**Track usage over the die**

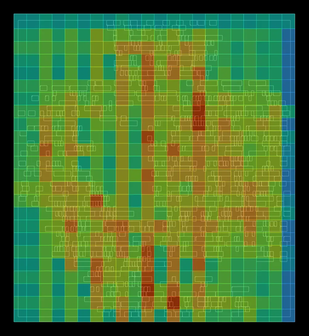
**Logic cells by family**

Bar = 50 microns.
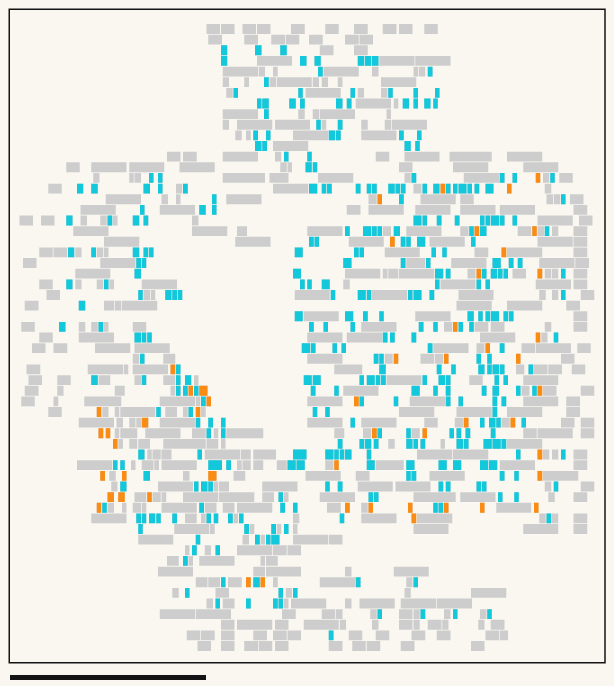
**Metal layers overlaid**

Bar = 50 microns.
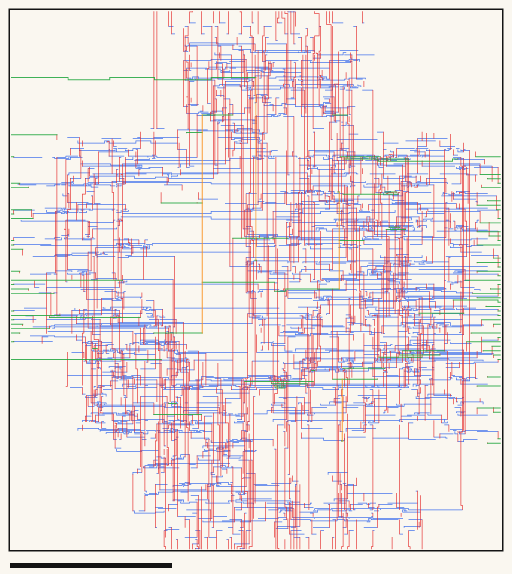
**src/rtl/filter_history_writer.sv**
```systemverilog
// Shifts the per-slot sample history (bank0 <- x[n], bank1 <- bank0, bank2 <- bank1)
// through one shared write port, with a zero-fill sweep after reset or on request.
module filter_history_writer #(
  parameter int ADDRESS_WIDTH = 8,
  parameter int DATA_WIDTH    = 16
) (
  input  logic                            i_Clock,
  input  logic                            i_Reset,
  input  logic                            i_Clear,
  input  logic                            i_SampleValid,
  input  logic        [ADDRESS_WIDTH-1:0] i_SampleAddress,
  input  logic signed [DATA_WIDTH-1:0]    i_SampleData,
  output logic                            o_SampleReady,
  output logic        [ADDRESS_WIDTH-1:0] o_HistoryReadAddress,
  input  logic signed [DATA_WIDTH-1:0]    i_HistoryReadData [3],
  output logic                            o_WriteEnable,
  output logic        [ADDRESS_WIDTH-1:0] o_WriteAddress,
  output logic signed [DATA_WIDTH-1:0]    o_WriteData [3],
  output logic                            o_Busy
);

  typedef enum logic {CLEAR, RUN} state_t;

  state_t                     state_q, state_d;
  logic   [ADDRESS_WIDTH-1:0] cnt_q, cnt_d;

  logic                            s1_valid_q, s1_valid_d;
  logic        [ADDRESS_WIDTH-1:0] s1_addr_q, s1_addr_d;
  logic signed [DATA_WIDTH-1:0]    s1_data_q, s1_data_d;
  logic                            s1_fwd_q, s1_fwd_d;
  logic signed [DATA_WIDTH-1:0]    s1_fwd0_q, s1_fwd0_d;
  logic signed [DATA_WIDTH-1:0]    s1_fwd1_q, s1_fwd1_d;

  logic                            we_q;
  logic        [ADDRESS_WIDTH-1:0] waddr_q;
  logic signed [DATA_WIDTH-1:0]    wdata_q [3];
  logic signed [DATA_WIDTH-1:0]    wdata_d [3];

  logic accept;
  logic unused_bank2;

  // Bank2's old value is shifted out and never needed.
  assign unused_bank2 = ^i_HistoryReadData[2];

  always_ff @(posedge i_Clock or posedge i_Reset) begin
    if (i_Reset) begin
      state_q <= CLEAR;
      cnt_q   <= '0;
    end else begin
      state_q <= state_d;
      cnt_q   <= cnt_d;
    end
  end

  always_comb begin
    state_d = state_q;
    cnt_d   = cnt_q;
    unique case (state_q)
      CLEAR: begin
        if (i_Clear) begin
          cnt_d = '0;
        end else if (cnt_q == '1) begin
          state_d = RUN;
          cnt_d   = '0;
        end else begin
          cnt_d = cnt_q + ADDRESS_WIDTH'(1);
        end
      end
      RUN: begin
        if (i_Clear) begin
          state_d = CLEAR;
          cnt_d   = '0;
        end
      end
      default: ;
    endcase
  end

  always_comb begin
    o_SampleReady = (state_q == RUN);
    o_Busy        = (state_q == CLEAR);
  end

  assign accept               = (state_q == RUN) && i_SampleValid;
  assign o_HistoryReadAddress = i_SampleAddress;

  always_comb begin
    wdata_d[0] = s1_data_q;
    wdata_d[1] = s1_fwd_q ? s1_fwd0_q : i_HistoryReadData[0];
    wdata_d[2] = s1_fwd_q ? s1_fwd1_q : i_HistoryReadData[1];
  end

  // Sweep entries ride the same stage-1 slot as samples, so a sample accepted with
  // i_Clear still gets the first write slot and the sweep follows one cycle behind.
  // Forwarding is decided at accept time: the two younger entries (stage 1, write
  // register) are not yet visible in the registered read-back.
  always_comb begin
    s1_valid_d = 1'b0;
    s1_addr_d  = s1_addr_q;
    s1_data_d  = s1_data_q;
    s1_fwd_d   = s1_fwd_q;
    s1_fwd0_d  = s1_fwd0_q;
    s1_fwd1_d  = s1_fwd1_q;
    if (state_q == CLEAR) begin
      s1_valid_d = 1'b1;
      s1_addr_d  = cnt_q;
      s1_data_d  = '0;
      s1_fwd_d   = 1'b1;
      s1_fwd0_d  = '0;
      s1_fwd1_d  = '0;
    end else if (accept) begin
      s1_valid_d = 1'b1;
      s1_addr_d  = i_SampleAddress;
      s1_data_d  = i_SampleData;
      if (s1_valid_q && (s1_addr_q == i_SampleAddress)) begin
        s1_fwd_d  = 1'b1;
        s1_fwd0_d = wdata_d[0];
        s1_fwd1_d = wdata_d[1];
      end else if (we_q && (waddr_q == i_SampleAddress)) begin
        s1_fwd_d  = 1'b1;
        s1_fwd0_d = wdata_q[0];
        s1_fwd1_d = wdata_q[1];
      end else begin
        s1_fwd_d  = 1'b0;
      end
    end
  end

  always_ff @(posedge i_Clock or posedge i_Reset) begin
    if (i_Reset) begin
      s1_valid_q <= 1'b0;
      s1_addr_q  <= '0;
      s1_data_q  <= '0;
      s1_fwd_q   <= 1'b0;
      s1_fwd0_q  <= '0;
      s1_fwd1_q  <= '0;
      we_q       <= 1'b0;
      waddr_q    <= '0;
      wdata_q    <= '{default: '0};
    end else begin
      s1_valid_q <= s1_valid_d;
      s1_addr_q  <= s1_addr_d;
      s1_data_q  <= s1_data_d;
      s1_fwd_q   <= s1_fwd_d;
      s1_fwd0_q  <= s1_fwd0_d;
      s1_fwd1_q  <= s1_fwd1_d;
      we_q       <= s1_valid_q;
      if (s1_valid_q) begin
        waddr_q <= s1_addr_q;
        wdata_q <= wdata_d;
      end
    end
  end

  assign o_WriteEnable  = we_q;
  assign o_WriteAddress = waddr_q;
  assign o_WriteData    = wdata_q;

endmodule

```
**config.mk**
```make
export PLATFORM = sky130hd
export DESIGN_NAME = filter_history_writer
export DESIGN_NICKNAME = d
export VERILOG_FILES = /design/src/rtl/filter_history_writer.sv
export SDC_FILE = /design/constraint.sdc
export NUM_CORES = 1
export LEC_CHECK = 0
export ABC_AREA = 1
export CORE_ASPECT_RATIO = 1.1
export CORE_MARGIN = 2
export CORE_UTILIZATION = 25
export CTS_CLUSTER_SIZE = 24
export DETAILED_ROUTE_END_ITERATION = 10
export PLACE_DENSITY = 0.55
export SYNTH_ARGS = -nofsm -noshare
export SYNTH_HDL_FRONTEND = slang
export SYNTH_SLANG_ARGS = --single-unit
```
**constraint.sdc**
```tcl
create_clock -name i_Clock -period 4.1 [get_ports i_Clock]
set_clock_uncertainty 0.1 [all_clocks]
set_input_delay 0.41 -clock i_Clock [delete_from_list [all_inputs] [get_ports i_Clock]]
set_output_delay 0.41 -clock i_Clock [all_outputs]
set_load 0.01 [all_outputs]
```
==> flow_summary.yaml <==
# flow metrics
routing:
  first_pass_iters: 4
  drc_errors: 0
  drt_iter0_drc: 296
  antenna_left: 0
  via_per_inst: 4.50
  num_vias: 5281
clocking:
  cts_max_path_buffers: 2
  cts_root_buf: "clkbuf_16"
  htree_levels: 4
  clk-insertion-delay-late_ps: 420
  cts_sinks: 124
  cts_tree: "yes"
  cts_setup_buffers: 0
  cts_buffers: 17
  clk_pin_slew_worst_paths_ps: 60
  ctsResizeCount: 0
  cts_hold_buf: 0
floorplanning:
  num_rows: 59
  io_pins: 143
  core_area_sq_um: 23600
  dieArea_sq_um: 25300
  fp_util_pct: 25.5
  die_height_microns: 167
  die_w_microns: 152
synth:
  logic_family: "simple AND/OR/NAND/NOR gates"
  async_flop_share_pct: 100
  synth_flops: 124
  synthMuxAreaShare_pct: 0
  ys_sh_xor_pct: 1.31
  synth_top_cell_by_count: "nand2_1"
  ys_sh_adder_pct: 0.208
  syn_area_per_cell_sq_um: 7.94
  ys_sh_aoi_pct: 10.1
  yosys_area_sq_um: 6020
  ys_seq_share_pct: 51.6
  ys_cells: 758
  top_cells_by_count: "260 x nand2_1, 124 x dfrtp_1, 56 x nand3_1, 49 x o21ai_0"
  postSynthCellCount: 758
  synth_top_cell_by_area: "dfrtp_1"
  syn_area_sq_um: 6020
  yosys-top-cells-area: "dfrtp_1 52%, nand2_1 16%, nand3_1 4.7%"
  ys_types: 26
  ff_type: "dfrtp_1"
  edf_count: 0
  yosysWarnings: 0
  syn_nets: 835
  synthSimpleGateAreaFrac_pct: 28.3
  netlist.area_leader.share_pct: 51.6
grt:
  met3_usage_pct: 3.54
  grt_pass1_vias: 5023
  overflow: 0
  grt_pass1_wl_mm: 28.9
  grt_max_degree: 77
  grt_antenna_before_repair: 0
timing:
  slew_viol_final: 0
  tns_ps: 0
  setup_viol: 0
  hold_viol: 0
  period_minus_slack_ps: 2460
  slew_headroom_pct: 49.5
  worstMarginPinSlew_ps: 757
  clock.fmax_mhz: 407
  finalCritPeriodShare_pct: 60.0
  rsz0062_at_grt: "false"
finish:
  nNetsFinal: 932
  fillers: 2476
  diodes: 0
  layout-drive-gt1-share_pct: 6.80
  fin_util_pct: 34.2
  syn_to_final_growth_pct: 34.2
setup_path:
  arrival_ps: 2710
  path_class: "primary input to register"
  startpoint: "i_SampleAddress[3]"
  cp-start-kind: "primary input"
  crit_required_ps: 4350
  end_kind: "register"
  cp_max_fo: 32
  r2r-start: "s1_addr_q[0]"
flow_run:
  maxCapViolations: 0
  tool_warnings: 42
placement:
  gp_congestion: 0.756
  post-dp-hpwl_mm: 11.8
  io_buffer_count: 126
hold_path:
  min_from: "i_SampleValid"
  worstHoldPathType: "primary input to register"
pwr:
  leakage_uw: 0.00376
  power_switching_uw: 667
  power_frac_seq_pct: 41.0
  power.density_nw_per_um2: 374
  power_frac_comb_pct: 5.7
  pwr-share-clk_pct: 53.4
  internal_power_uw: 2360
  sw_frac_of_total_pct: 22.1
  ir_worst_vdd_mv: 0.200
outcome:
  status: "complete, no violations"
-- 'track usage over the die' (at the start) --
grt met2 use: 22.4%
wire length per cell: 15.3 microns
routing usage on met1: 20.0%
gr busiest metal: met2

-- 'logic cells by family' (at the start) --
color	family	cells
orange	NOR gates	51
cyan	NAND gates	353
logic share of the area: 29.8%
Top cell excl fill/tap: nand2_1
final cell count without fillers: 1173

-- 'metal layers overlaid' (at the start) --
color	layer	wire length
green	met3	816 microns
red	met2	8420 microns
orange	met4	173 microns
blue	met1	8570 microns
gr usage total: 14.5%
routed wire length: 18.0 mm

## state kept, by name, indices dropped and copies added (netlist names)
name            cells
o_WriteAddress      8
s1_addr_q           8
s1_valid_q          1
o_WriteData        48
o_SampleReady       1
s1_fwd0_q          16
s1_data_q          16
s1_fwd1_q          16
s1_fwd_q            1
o_WriteEnable       1
cnt_q               8
## placed cells by master (no fill, tap or decap), types with 2 or more instances in the layout
cell	synthesis	layout
bufinv_16	0	4
nand2_1	260	260
nor3_1	3	3
a21oi_1	2	2
o22ai_1	4	4
dfrtp_2	0	2
nand3_1	56	56
clkbuf_16	0	17
o21ai_0	49	49
o21ai_1	28	28
nand4_1	33	33
dfrtp_1	124	122
inv_1	46	45
clkbuf_8	0	2
clkinv_2	0	5
nand3_2	2	2
xnor2_1	6	6
a31oi_1	16	16
nor2_1	46	46
xor2_1	3	3
inv_2	6	6
buf_12	0	2
o221ai_1	8	8
nand2_2	2	2
clkinvlp_4	0	2
clkdlybuf4s50_1	0	125
nor2_2	2	2
buf_4	12	8
## per-stage QoR
stage / power, uW / area, sq um / setup slack, ps / instances / hold WS [ps]
finish: 3020 / 8080 / 1640 / 1173 / 291
CTS: 3070 / 8080 / 1640 / 1173 / 259
detailed placement: 1430 / 7450 / 1190 / 1141 / 367
global placement: 1430 / 7450 / 1180 / 1141 / 365
global route: 3130 / 8080 / 1430 / 1173 / 300
floorplan: 1330 / 6020 / 291 / 758 / 255
## logic make-up after synthesis
group,Yosys count
buffers and inverters,110
flip-flops,124
adder cells (fa/ha/maj),1
AND-OR/OR-AND,109
XOR/XNOR,9
AND/OR/NAND/NOR,405
## metal layers
layer	wire (microns)	vias up
met3	815	12
met4	172	0
met1	8570	2470
li1	-	2666
met5	0	-
met2	8420	133
## layout make-up
type / instances / area, sq um / area share, %
Clock inverter: 12 / 169 / 2.09
Sequential cell: 124 / 3110 / 38.5
Inverter: 52 / 198 / 2.45
Multi-Input combinational cell: 524 / 2410 / 29.8
Timing Repair Buffer: 136 / 1360 / 16.8
Tap cell: 305 / 382 / 4.73
Clock buffer: 20 / 457 / 5.66
## worst paths after layout
kind,to,slack [ps],depth (start not counted)
worst max-delay path,s1_fwd1_q[3],1640,11
worst min-delay path,s1_fwd1_q[8],290,3
worst max register to register,s1_fwd1_q[3],1820,9
worst min register to register,s1_fwd0_q[12],380,2
max in group asynchronous,o_WriteData[39],2680,3
min in group asynchronous,o_WriteData[2],340,2
## power groups by stage
stage,registers [uW],clock network [uW],logic (uW)
4_1_cts,1240,1650,175
6_report,1240,1610,171
2_1_floorplan,1260,0,74.5
5_1_grt,1240,1710,189
3_3_place_gp,1260,0,175
3_5_place_dp,1260,0,174
## critical path: stages
cell and delay (ps):
clkdlybuf4s50_1 590, inv_2 60, nand2_1 60, nand2_1 70, inv_1 50, nand2_1 40, nor2_1 130, nand3_2 350
nand2_2 660, nand4_1 200, nand2_1 90
No activity file was given, so power comes from the tool's default toggle rates.
